===== src/rtl/ram_rd_ctrl_pkg.sv =====
`default_nettype none
// ============================================================================
//  Module      : ram_rd_ctrl_pkg
//  Description : Shared types and constants for the spectrum RAM reader.
//  Revision    : 1.0 - initial release
// ============================================================================
package ram_rd_ctrl_pkg;

    // Default bus widths of the spectrum RAM read port.
    localparam int C_ADDR_W  = 12;
    localparam int C_DATA_W  = 16;

    // Single-sided FFT bin count, shared with the RAM writer.
    localparam int C_BIN_CNT = 2048;

    // Reader control states.
    typedef enum logic [1:0] {
        ST_IDLE  = 2'd0,
        ST_READ  = 2'd1,
        ST_DRAIN = 2'd2,
        ST_DONE  = 2'd3
    } rd_state_t;

endpackage
`default_nettype wire


===== src/rtl/ram_rd_ctrl_if.sv =====
`default_nettype none
// ============================================================================
//  Module      : ram_rd_ctrl_if
//  Description : Spectrum RAM read-port bundle (address/enable out, data in).
//  Revision    : 1.0 - initial release
// ============================================================================
interface ram_rd_ctrl_if
    import ram_rd_ctrl_pkg::*;
#(
    parameter int ADDR_W = C_ADDR_W,
    parameter int DATA_W = C_DATA_W
);
    logic              rd_en;
    logic [ADDR_W-1:0] rd_addr;
    logic [DATA_W-1:0] rd_data;

    // Reader side drives address/enable and receives data.
    modport master (output rd_en, output rd_addr, input rd_data);
    // RAM side answers reads.
    modport slave  (input rd_en, input rd_addr, output rd_data);
endinterface
`default_nettype wire


===== src/rtl/ram_rd_ctrl_peak_top2.sv =====
`default_nettype none
// ============================================================================
//  Module      : ram_rd_ctrl_peak_top2
//  Description : 3-sample sliding window local-maximum detector that keeps
//                the two strongest peaks (address and magnitude).
//  Revision    : 1.0 - initial release
// ============================================================================
module ram_rd_ctrl_peak_top2
    import ram_rd_ctrl_pkg::*;
#(
    parameter int ADDR_W = C_ADDR_W,
    parameter int DATA_W = C_DATA_W
) (
    input  logic              clk,
    input  logic              rst_n,
    input  logic              clear,
    input  logic              in_valid,
    input  logic [ADDR_W-1:0] in_addr,
    input  logic [DATA_W-1:0] in_data,
    input  logic [DATA_W-1:0] threshold,
    output logic [1:0]        peak_cnt,
    output logic [ADDR_W-1:0] peak1_addr,
    output logic [DATA_W-1:0] peak1_mag,
    output logic [ADDR_W-1:0] peak2_addr,
    output logic [DATA_W-1:0] peak2_mag
);
    // Window: s0 oldest, s1 middle (the candidate), s2 newest.
    logic [DATA_W-1:0] r_s0, r_s1, r_s2;
    logic [ADDR_W-1:0] r_a1, r_a2;
    logic [1:0]        r_fill;      // valid samples in the window, saturates at 3
    logic              r_adv;       // window moved on the previous edge

    logic [1:0]        r_cnt;
    logic [ADDR_W-1:0] r_p1_addr, r_p2_addr;
    logic [DATA_W-1:0] r_p1_mag,  r_p2_mag;

    // Strict rise on the left, non-strict on the right: a plateau is
    // reported once, at its first bin. The edge bins never reach s1 with a
    // full window, so they are never candidates.
    logic w_cand;
    assign w_cand = r_adv && (r_fill == 2'd3) && (r_s1 > r_s0) &&
                    (r_s1 >= r_s2) && (r_s1 >= threshold);

    // Advance the window on returning data and insert candidates into the top-2 list.
    always_ff @(posedge clk) begin
        if (!rst_n || clear) begin
            r_s0      <= '0;
            r_s1      <= '0;
            r_s2      <= '0;
            r_a1      <= '0;
            r_a2      <= '0;
            r_fill    <= 2'd0;
            r_adv     <= 1'b0;
            r_cnt     <= 2'd0;
            r_p1_addr <= '0;
            r_p1_mag  <= '0;
            r_p2_addr <= '0;
            r_p2_mag  <= '0;
        end else begin
            r_adv <= in_valid;
            if (in_valid) begin
                r_s0 <= r_s1;
                r_s1 <= r_s2;
                r_s2 <= in_data;
                r_a1 <= r_a2;
                r_a2 <= in_addr;
                if (r_fill != 2'd3) begin
                    r_fill <= r_fill + 2'd1;
                end
            end
            if (w_cand) begin
                // Strict compares keep the earlier (lower) bin on ties.
                if (r_s1 > r_p1_mag) begin
                    r_p2_addr <= r_p1_addr;
                    r_p2_mag  <= r_p1_mag;
                    r_p1_addr <= r_a1;
                    r_p1_mag  <= r_s1;
                end else if ((r_s1 > r_p2_mag) || (r_cnt != 2'd2)) begin
                    r_p2_addr <= r_a1;
                    r_p2_mag  <= r_s1;
                end
                if (r_cnt != 2'd2) begin
                    r_cnt <= r_cnt + 2'd1;
                end
            end
        end
    end

    assign peak_cnt   = r_cnt;
    assign peak1_addr = r_p1_addr;
    assign peak1_mag  = r_p1_mag;
    assign peak2_addr = r_p2_addr;
    assign peak2_mag  = r_p2_mag;

endmodule
`default_nettype wire


===== src/rtl/ram_rd_ctrl.sv =====
`default_nettype none
// ============================================================================
//  Module      : ram_rd_ctrl
//  Description : Spectrum RAM reader. Scans the single-sided modulus bins
//                after capture and reports the two strongest local peaks.
//  Revision    : 1.0 - initial release
// ============================================================================
module ram_rd_ctrl
    import ram_rd_ctrl_pkg::*;
#(
    parameter int ADDR_W     = C_ADDR_W,
    parameter int DATA_W     = C_DATA_W,
    parameter int START_ADDR = 1,
    parameter int SCAN_LEN   = C_BIN_CNT,
    parameter int RD_LAT     = 1
) (
    input  logic              clk,
    input  logic              rst_n,
    input  logic              rd_start,
    input  logic [DATA_W-1:0] threshold,
    ram_rd_ctrl_if.master     ram,
    output logic              busy,
    output logic              rd_done,
    output logic [1:0]        peak_cnt,
    output logic [ADDR_W-1:0] peak1_addr,
    output logic [DATA_W-1:0] peak1_mag,
    output logic [ADDR_W-1:0] peak2_addr,
    output logic [DATA_W-1:0] peak2_mag
);
    localparam logic [ADDR_W-1:0] C_FIRST      = ADDR_W'(START_ADDR);
    localparam logic [ADDR_W-1:0] C_LAST       = ADDR_W'(START_ADDR + SCAN_LEN - 1);
    localparam logic [2:0]        C_DRAIN_LAST = 3'(RD_LAT + 1);

    rd_state_t         r_state;
    logic              r_start_q;
    logic              r_armed;     // rd_start seen low since reset
    logic              r_rd_en;
    logic [ADDR_W-1:0] r_rd_addr;
    logic [2:0]        r_drain_cnt;
    logic              r_busy;
    logic              r_done;
    logic [DATA_W-1:0] r_thr;

    logic [RD_LAT-1:0] r_vld_pipe;
    logic [ADDR_W-1:0] r_addr_pipe [RD_LAT];

    logic w_start;
    logic w_clear;

    // A rising edge only counts once rd_start has been low after reset, so a
    // level held high across a reset cannot restart the scan.
    assign w_start = rd_start && !r_start_q && r_armed;
    assign w_clear = w_start && ((r_state == ST_IDLE) || (r_state == ST_DONE));

    // Register rd_start for edge detection and arm after it is seen low.
    always_ff @(posedge clk) begin
        if (!rst_n) begin
            r_start_q <= 1'b0;
            r_armed   <= 1'b0;
        end else begin
            r_start_q <= rd_start;
            if (!rd_start) begin
                r_armed <= 1'b1;
            end
        end
    end

    // Scan control: address generation, drain wait and completion flags.
    always_ff @(posedge clk) begin
        if (!rst_n) begin
            r_state     <= ST_IDLE;
            r_rd_en     <= 1'b0;
            r_rd_addr   <= '0;
            r_drain_cnt <= 3'd0;
            r_busy      <= 1'b0;
            r_done      <= 1'b0;
            r_thr       <= '0;
        end else begin
            case (r_state)
                ST_IDLE, ST_DONE: begin
                    if (w_start) begin
                        r_state   <= ST_READ;
                        r_rd_en   <= 1'b1;
                        r_rd_addr <= C_FIRST;
                        r_busy    <= 1'b1;
                        r_done    <= 1'b0;
                        r_thr     <= threshold;
                    end
                end
                ST_READ: begin
                    if (r_rd_addr == C_LAST) begin
                        r_state     <= ST_DRAIN;
                        r_rd_en     <= 1'b0;
                        r_drain_cnt <= 3'd0;
                    end else begin
                        r_rd_addr <= r_rd_addr + 1'b1;
                    end
                end
                ST_DRAIN: begin
                    // Covers the RAM latency plus one edge for the final
                    // window evaluation to land in the peak registers.
                    if (r_drain_cnt == C_DRAIN_LAST) begin
                        r_state <= ST_DONE;
                        r_busy  <= 1'b0;
                        r_done  <= 1'b1;
                    end else begin
                        r_drain_cnt <= r_drain_cnt + 3'd1;
                    end
                end
                default: r_state <= ST_IDLE;
            endcase
        end
    end

    // Tag returning RAM data with its valid flag and bin address.
    always_ff @(posedge clk) begin
        if (!rst_n) begin
            r_vld_pipe <= '0;
            for (int i = 0; i < RD_LAT; i++) begin
                r_addr_pipe[i] <= '0;
            end
        end else begin
            r_vld_pipe[0]  <= r_rd_en;
            r_addr_pipe[0] <= r_rd_addr;
            for (int i = 1; i < RD_LAT; i++) begin
                r_vld_pipe[i]  <= r_vld_pipe[i-1];
                r_addr_pipe[i] <= r_addr_pipe[i-1];
            end
        end
    end

    assign ram.rd_en   = r_rd_en;
    assign ram.rd_addr = r_rd_addr;
    assign busy        = r_busy;
    assign rd_done     = r_done;

    ram_rd_ctrl_peak_top2 #(
        .ADDR_W (ADDR_W),
        .DATA_W (DATA_W)
    ) u_peak_top2 (
        .clk        (clk),
        .rst_n      (rst_n),
        .clear      (w_clear),
        .in_valid   (r_vld_pipe[RD_LAT-1]),
        .in_addr    (r_addr_pipe[RD_LAT-1]),
        .in_data    (ram.rd_data),
        .threshold  (r_thr),
        .peak_cnt   (peak_cnt),
        .peak1_addr (peak1_addr),
        .peak1_mag  (peak1_mag),
        .peak2_addr (peak2_addr),
        .peak2_mag  (peak2_mag)
    );

endmodule
`default_nettype wire


===== src/flat_wrapper.sv =====
// flat-port wrapper written by rule: the top's interface ports become plain ports
module ram_rd_ctrl_flat import ram_rd_ctrl_pkg::*;
#(
    parameter int ADDR_W     = C_ADDR_W,
    parameter int DATA_W     = C_DATA_W,
    parameter int START_ADDR = 1,
    parameter int SCAN_LEN   = C_BIN_CNT,
    parameter int RD_LAT     = 1
)
  (clk, rst_n, rd_start, threshold, busy, rd_done, peak_cnt, peak1_addr, peak1_mag, peak2_addr, peak2_mag, ram_rd_en, ram_rd_addr, ram_rd_data);
  ram_rd_ctrl_if #(.ADDR_W(ADDR_W), .DATA_W(DATA_W)) ram_i ();
  input  logic clk;
  input  logic rst_n;
  input  logic rd_start;
  input  logic [DATA_W-1:0] threshold;
  output logic busy;
  output logic rd_done;
  output logic [1:0] peak_cnt;
  output logic [ADDR_W-1:0] peak1_addr;
  output logic [DATA_W-1:0] peak1_mag;
  output logic [ADDR_W-1:0] peak2_addr;
  output logic [DATA_W-1:0] peak2_mag;
  output wire logic [$bits(ram_i.rd_en)-1:0] ram_rd_en;
  output wire logic [$bits(ram_i.rd_addr)-1:0] ram_rd_addr;
  input wire logic [$bits(ram_i.rd_data)-1:0] ram_rd_data;
  assign ram_rd_en = ram_i.rd_en;
  assign ram_rd_addr = ram_i.rd_addr;
  assign ram_i.rd_data = ram_rd_data;
  ram_rd_ctrl #(.ADDR_W(ADDR_W), .DATA_W(DATA_W), .START_ADDR(START_ADDR), .SCAN_LEN(SCAN_LEN), .RD_LAT(RD_LAT)) u_core (.clk(clk), .rst_n(rst_n), .rd_start(rd_start), .threshold(threshold), .ram(ram_i), .busy(busy), .rd_done(rd_done), .peak_cnt(peak_cnt), .peak1_addr(peak1_addr), .peak1_mag(peak1_mag), .peak2_addr(peak2_addr), .peak2_mag(peak2_mag));
endmodule

===== config.mk =====
export PLATFORM = sky130hd
export DESIGN_NAME = ram_rd_ctrl_flat
export DESIGN_NICKNAME = d
export VERILOG_FILES = /design/src/rtl/ram_rd_ctrl_pkg.sv /design/src/rtl/ram_rd_ctrl_if.sv /design/src/rtl/ram_rd_ctrl_peak_top2.sv /design/src/rtl/ram_rd_ctrl.sv /design/src/flat_wrapper.sv
export SDC_FILE = /design/constraint.sdc
export NUM_CORES = 1
export LEC_CHECK = 0
export ABC_AREA = 1
export CORE_ASPECT_RATIO = 0.7
export CORE_UTILIZATION = 61
export CTS_BUF_LIST = sky130_fd_sc_hd__clkbuf_4 sky130_fd_sc_hd__clkbuf_8 sky130_fd_sc_hd__clkbuf_16
export DETAILED_ROUTE_END_ITERATION = 12
export GPL_TIMING_DRIVEN = 0
export PLACE_DENSITY_LB_ADDON = 0.12
export SLEW_MARGIN = 20
export SYNTH_ARGS = -nofsm -noshare
export SYNTH_HDL_FRONTEND = slang
export SYNTH_SLANG_ARGS = --single-unit

===== constraint.sdc =====
create_clock -name clk -period 6 [get_ports clk]
set_clock_uncertainty 0.2 [all_clocks]
set_input_delay 0.9 -clock clk [delete_from_list [all_inputs] [get_ports clk]]
set_output_delay 0.9 -clock clk [all_outputs]
set_load 0.005 [all_outputs]

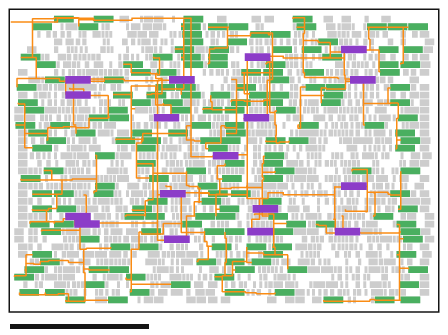
**Above:** routed clock nets over the placement.
Bar = 50 um.
Green is flip-flops, count 184. Orange is clock wires, length 2170 um. Purple is cells driving clock nets, count 17.
Position of the flops: all over the die.

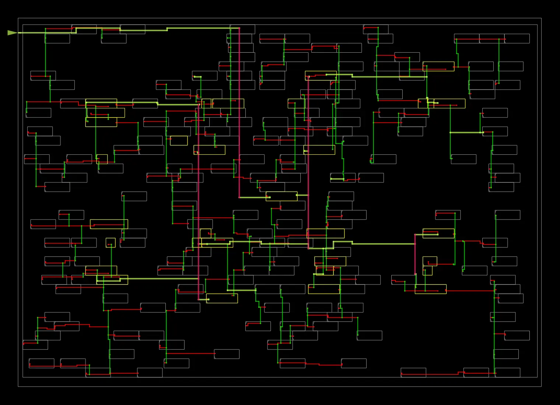
**Above:** clock routing.
total CTS buffers: 17
flip-flops: 184
clock sinks: 184
clock-net power: 1.19 mW

==> changes_impl.md <==
## Flow update

* Signal buffers at 168
* Worst setup SP type: primary input
* Status: finished clean
* Share of cells above drive strength 1 at 0.07115
* H-Tree Depth at 4
* Critical path depth at 10
* # Taps at 200
* Post-Layout Cell Count at 1746
* RSZ-0062 raised after global routing: no
* Signal inverters at 201
* Largest area contributor in the netlist: dfxtp_1
* Worst Max-Slew Pin Slew at 587.6 ps
* Setup Viol. Count Final at 0
* EDFF count, synth at 0
* Top area cell types: dfxtp_1 (38%), ha_1 (11%), nand2_1 (10%)
* Syn-to-layout area delta at 19.80%
* 1st-iter DRT viols at 617
* Most frequent cell after synthesis: nand2_1
* Clk pwr share at 0.417
* Core Region at 15600 sq um
* Yosys aoi share at 0.09339
* Seq area share at 0.3140
* Logic gate share of total power at 0.136
* Post-synthesis average cell area at 6.955 sq um
* Fin crit period at 2958 ps
* I/O pin count at 108
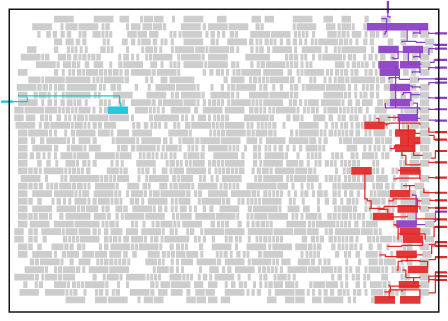
**Above:** I/O nets highlighted.
Cyan is ram_rd_en, direction output, edge west, end cells 1, buffers 1, wire 51.1 um. Red is peak2_mag, direction output, edge east, end cells 16, buffers 16, wire 367 um. Purple is peak2_addr, direction output, edge 11 east, 1 north, end cells 12, buffers 12, wire 182 um.

Power is estimated from default activity; no workload was simulated.
